==> images/metal_stack.png <==
Only two layers are drawn.
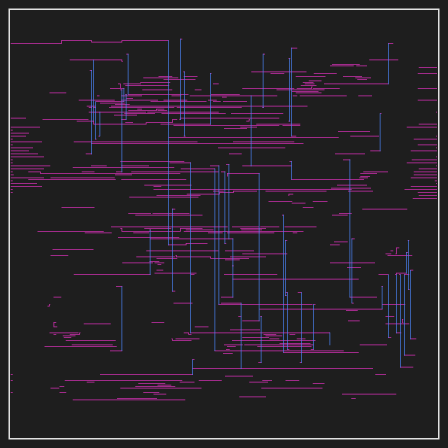
==> images/drive_strength.png <==
The bar under the picture is 50 um long.
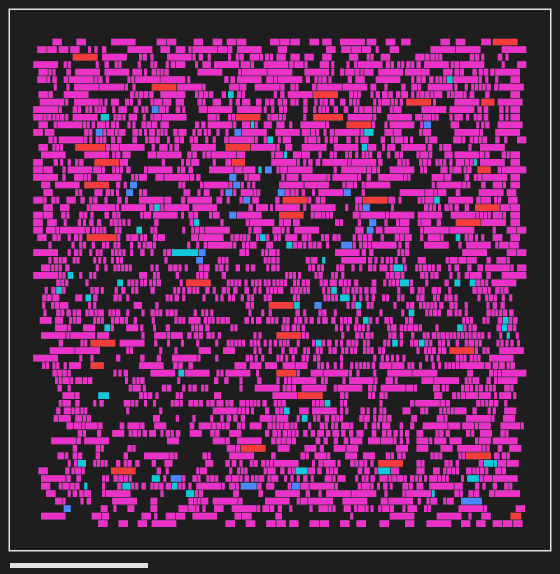
==> images/final_clocks.png <==
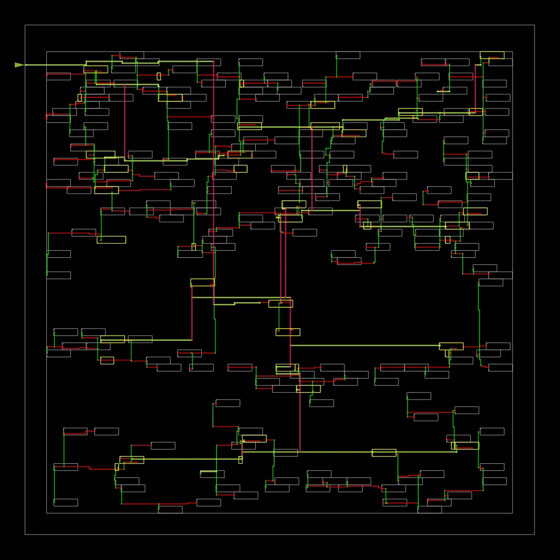
==> config.mk <==
export PLATFORM = sky130hd
export DESIGN_NAME = div_int32
export DESIGN_NICKNAME = d
export VERILOG_FILES = /design/src/rtl/div_int32_pkg.sv /design/src/rtl/div_int_step.sv /design/src/rtl/div_int32.sv
export SDC_FILE = /design/constraint.sdc
export NUM_CORES = 1
export LEC_CHECK = 0
export ABC_AREA = 1
export CORE_MARGIN = 8
export CORE_UTILIZATION = 50
export DETAILED_ROUTE_END_ITERATION = 12
export PLACE_DENSITY = 0.7
export SLEW_MARGIN = 20
export SYNTH_ARGS = -nofsm -noshare
export SYNTH_HDL_FRONTEND = slang
export SYNTH_SLANG_ARGS = --single-unit
==> constraint.sdc <==
create_clock -name clock -period 7.64 [get_ports clock]
set_input_delay 0.764 -clock clock [delete_from_list [all_inputs] [get_ports clock]]
set_output_delay 0.764 -clock clock [all_outputs]
set_load 0.05 [all_outputs]
==> impl_metrics.toml <==
# physical design summary
[sta]
finalCriticalPeriod_ns = 4.44
finalClockSkew_ns = 0.0113
worstMarginPinSlew_ns = 1.01
whs_ns = 0.483
max_freq_mhz = 225
final_max_slew_viol_count = 0
hold_viol = 0
setup_viol = 0
finalCritPeriodShare = 0.581
setup_tns_ns = 0
relSlewSlack = 0.323

[drt]
drc = 0
first_pass_iters = 6
drt-initial-drc-count = 1455
antenna_left = 0

[layout]
layout_top_cell = "nand2_1"
drive_above_1_share = 0.0463

[critical_path]
critPathKind = "flip-flop to flip-flop"
critical_path_required_ns = 8.05
cp_cell_sequence = "inv_1, ha_1, nand4_2, nor2_1, nand3_1, nor2_1, nand2_1, nor4_2, nand4_1, nor2_1, nand2_1, o21ai_2, nand3_1, o21ai_1, ha_1, inv_1, nor3_1, a211oi_1, o221ai_1, a21oi_1, xnor2_1, nand2_1, o211ai_1, o21ai_0"

[status]
outcome = "complete, no violations"

[place]
io_buffers = 135

[logic_synthesis]
synth-adder-area-share = 0.0594
synth-main-ff-cell = "dfrtp_1"
synth_area_per_cell_um2 = 6.63
numSynthFlops = 208
yosysChipArea_mm2 = 0.0161

[die]
dieHeight_um = 195
ioPinCount = 136
die_x_um = 195

[clock_network]
holdBufCountCts = 0

[global_routing]
grt_pass1_wl_um = 86400
grt_pass1_vias = 16200
-- metal_stack.png (at the start) --
- met3: magenta (wire length 4830 um)
- met4: blue (wire length 1520 um)
Total Routed Length: 53900 um
drt wl/cell: 18.3 um
All-Layer GR Usage: 0.278
vias: 16700

-- drive_strength.png (at the start) --
- drive 3 to 4: blue (cells 26; share 1.0%)
- drive 6 and up: red (cells 34; share 1.3%)
- drive 2: cyan (cells 58; share 2.3%)
- drive 1 or less: magenta (cells 2431; share 95%)
Design Area, Final: 0.0186 mm2
Area Overhead vs Synth: 16.0%

-- final_clocks.png (at the start) --
clk ins delay skew pair: 0.55 ns
CTS Buf Count: 25
clk pwr: 1250 uW
clk sinks: 208
seq_cells: 208

## report_power, final
part / internal [uW] / switching (uW)
Combinational: 1740 / 3690
Sequential: 1560 / 500
Clock: 748 / 499
## layout make-up
cell class	count	area [um2]
clock inverters	6	123
repair buffers	155	1500
inverters	335	1260
multi-input cells	1806	9300
well taps	402	503
flip-flops and latches	208	5210
fillers	3055	12900
clock buffers	39	718
## synth_stat cells (all sizes together), types with 16 or more instances
library cell | count | share of area
inv | 333 | 0.078
nand2 | 754 | 0.18
clkbuf | 55 | 0.013
nor2 | 173 | 0.043
a22oi | 16 | 0.0075
nand4 | 29 | 0.012
o21ai | 211 | 0.067
dfrtp | 208 | 0.32
a21oi | 115 | 0.036
nand3 | 190 | 0.060
o211ai | 31 | 0.014
o221ai | 32 | 0.017
buf | 18 | 0.0051
ha | 73 | 0.057
xor2 | 47 | 0.026
nor3 | 35 | 0.012
## cells by family after synthesis
family | Yosys count
simple gates | 1211
fa+ha+maj | 75
xor+xnor | 57
compound gates | 463
flops | 208
buf+inv | 408
## worst max-delay path: cells and delay by family (launching register included)
family,cells,cell delay [ns]
adders and majority gates,2,0.55
AOI/OAI and AO/OA,7,1.09
xor gates and xnor gates,1,0.16
buffers and inverters,2,0.25
and+or+nand+nor,12,1.82
DFF,1,0.44
## per-stage QoR
stage	instances	cell area, um2	util	setup WS [ns]
2_1_floorplan	2422	16100	-	1.20
3_3_place_gp	2906	17800	0.563	3.37
3_5_place_dp	2906	17800	0.563	3.27
4_1_cts	2951	18600	0.590	3.20
5_1_grt	2951	18600	0.590	2.67
6_report	2951	18600	0.590	3.20
## layer usage
layer,share of wire,up-vias,GRT usage
met3,0.090,105,0.0621
met5,0.00024,-,0
met4,0.028,2,0.0792
met1,0.45,7761,0.381
met2,0.44,650,0.436
li1,-,8150,-
Power figures rest on the tool's default switching activity, not on a simulated workload.
